**Run 1: signal wires by layer**

Bar = 20 um. Only two layers are drawn.
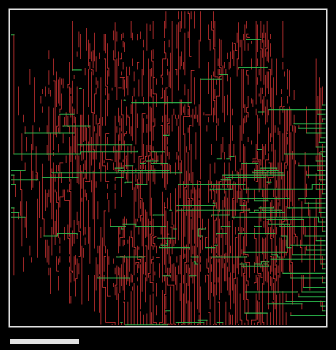
**Run 1: sequential cells grouped by signal name**

Bar = 20 um.
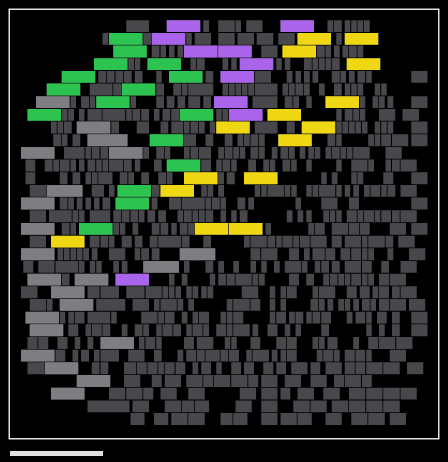
**Run 1: placement density heat map**

9 x 9 tiles, from black (low) to pale yellow (high), 0 to 100% covered.
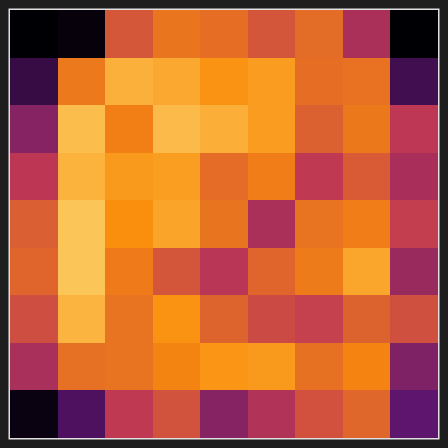
Design ad7928_emu, sky130hd; sources not shown.
==> reports/qor.txt, run 1 <==
Setup CP Type = reg2out
Setup TNS = 0 ns
DR iter-0 viols = 306
IO Port Bufs = 118
Yosys reg bits = 63
Psw = 0.0006969 W
# resized after CTS = 8
Cell with the most instances after synthesis = nand2_1
Initial antenna violation count = 0
Fillers = 695
P_leak = 2.017 nW
Setup ws final = 0.05093 ns
Total Wirelength = 12750 um
Met3 Use GR = 0.05752
Startpoint Class = flip-flop
Vias in the first global route = 4210
Combinational share of cell area = 0.3894
Num CTS Buffers = 9
Prevailing post-synth register cell = dfxtp_1
Clock latency on the worst-skew pair = 0.35 ns
Clock skew = 0.009663 ns
DR vias/cell = 5.434
Clk sinks = 63
Reg area = 1269 um^2
Worst relative slew slack = 0.6319
Hold Buf Count CTS = 0
Antenna-violating nets left = 0
Layout cells sized above 1 = 0.09915
Root Driver = clkbuf_8
Syn_area_per_cell = 6.355 um^2
Peak supply drop = 0.0006589 V
Sequential share of power = 0.497
Final hold vios = 0
Flop2flop setup slack = 0.08 ns
Busiest grt layer = met2
Number of synthesis warnings = 0
Final Cell Area = 5166 um^2
TritonRoute pass-1 iters = 5
Metal3 WL = 912 um
Status = complete, no violations
Critical path cell sequence = clkdlybuf4s50_1
Placer Congestion = 1.067
H-tree levels = 3
# IOs = 119
Top Metal Used = met4
Flip-flops with a built-in enable = 0
Die W = 91.87 um
NonClk Buf Share = 0.2766
Fmax = 571.7 MHz
GRT met1 Usage = 0.3653
Area Growth Syn to Fin = 42.38%
Crit-path max FO = 2
Grt ovf = 0
M1 wire length = 5287 um
Crit path buffers/inverters = 1
Clk cell area share = 0.03391
Syn nets = 675
Notes on 'signal wires by layer' above:
legend:
  met2:
    colour: red
    wire_length: 6090 um
  met3:
    colour: green
    wire_length: 913 um
routed len/inst: 15.78 um
vias: 4391
GRT Util Overall: 0.3013

Notes on 'sequential cells grouped by signal name' above:
legend:
  o_ctrl:
    colour: purple
    sequential_cells: 10
    where: top middle
  tx_q:
    colour: yellow
    sequential_cells: 15
  rx_q:
    colour: green
    sequential_cells: 16
Seq area share: 0.2456
Core Util, Final: 0.6791

Notes on 'placement density heat map' above:
mean over tiles: 60%
fullest tile: 87%
nearly empty tiles: 3.7%
core box area: 7607 um^2
FP Util: 0.4770

**Run 1: cell classes on the final placement**

Bar = 20 um. Fill, decap, tap and diode cells in grey.
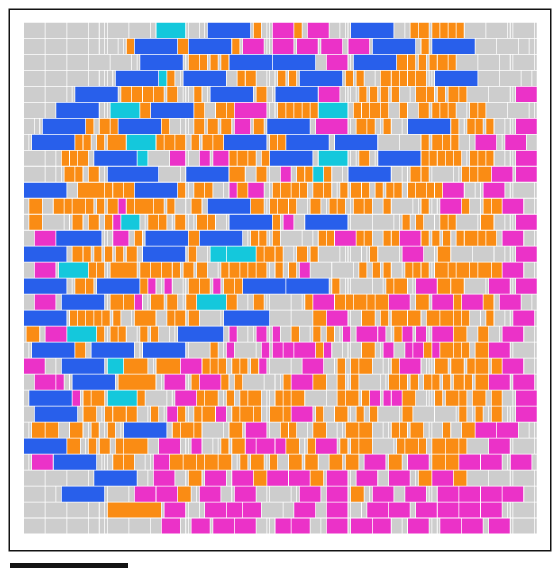

==> run 1 -> run 2 <==
--- a/config.mk
+++ b/config.mk
@@ -7,11 +7,11 @@
 export LEC_CHECK = 0
 export ABC_AREA = 1
 export CAP_MARGIN = 5
-export CORE_MARGIN = 2
 export CORE_UTILIZATION = 47
 export CTS_CLUSTER_SIZE = 12
 export DETAILED_ROUTE_END_ITERATION = 8
 export GPL_TIMING_DRIVEN = 0
+export HOLD_SLACK_MARGIN = 0.15
 export PLACE_DENSITY = 0.82
 export SLEW_MARGIN = 20
 export SYNTH_ARGS = -nofsm -noshare
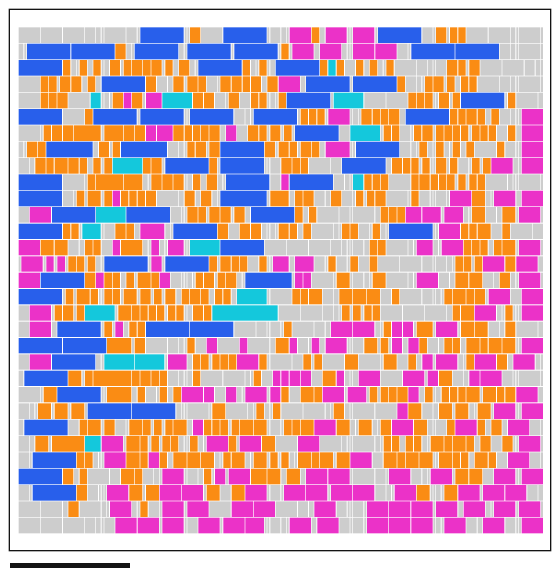
**Above:** run 2 (cell classes on the final placement).
Bar = 20 um. Fill, decap, tap and diode cells in grey.
legend:
  other buffers and delay cells:
    colour: magenta
    cells: 165
    share_of_their_area: 28%
  clock drivers and dummy loads:
    colour: cyan
    cells: 16
    share_of_their_area: 3.9%
  all other logic:
    colour: orange
    cells: 461
    share_of_their_area: 43%
  flip-flops:
    colour: blue
    cells: 63
    share_of_their_area: 25%
Seq area share: 0.2455
Core Util, Final: 0.6998
Cell Rows: 31
Final Cell Area: 5157 um^2

==> run 2 against run 1 <==
Sequential share of layout area barely moved; first-iteration DRC count rose by 8.8%; die area fell by 4.3%; critical path type unchanged; largest cell class unchanged; largest power group unchanged.
==> reports/qor.txt, run 2 <==
Prevailing post-synth register cell = dfxtp_1
Yosys reg bits = 63
Critical path cell sequence = clkdlybuf4s50_1
Reg area = 1266 um^2
Clk cell area share = 0.03833
Core box area = 7370 um^2
Hold Buf Count CTS = 0
Vias = 4370
FP Util = 0.4924
Num CTS Buffers = 9
Status = complete, no violations
Antenna-violating nets left = 0
Clk sinks = 63
Number of synthesis warnings = 0
DR vias/cell = 5.435
Setup ws final = 0.06746 ns
Psw = 0.0007233 W
Flop2flop setup slack = 0.07 ns
Flip-flops with a built-in enable = 0
Fmax = 577.2 MHz
Peak supply drop = 0.0006044 V
Sequential share of power = 0.469
Initial antenna violation count = 0
Crit path buffers/inverters = 1
# resized after CTS = 9
Fillers = 640
Cell with the most instances after synthesis = nand2_1
Clock skew = 0.01497 ns
Root Driver = clkbuf_8
Grt ovf = 0
Placer Congestion = 0.9758
DR iter-0 viols = 333
GRT met1 Usage = 0.3766
P_leak = 2.033 nW
Metal3 WL = 1113 um
Combinational share of cell area = 0.3879
Syn_area_per_cell = 6.355 um^2
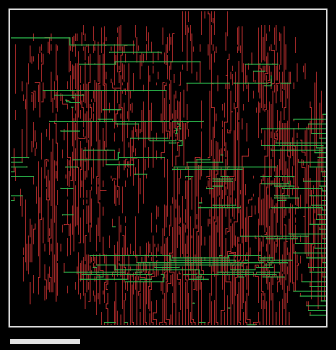
**Above:** run 2 (signal wires by layer).
Bar = 20 um. Only two layers are drawn.
legend:
  met3:
    colour: green
    wire_length: 1110 um
  met2:
    colour: red
    wire_length: 6220 um
routed len/inst: 16.08 um
GRT Util Overall: 0.3193

Power figures rest on the tool's default switching activity, not on a simulated workload.
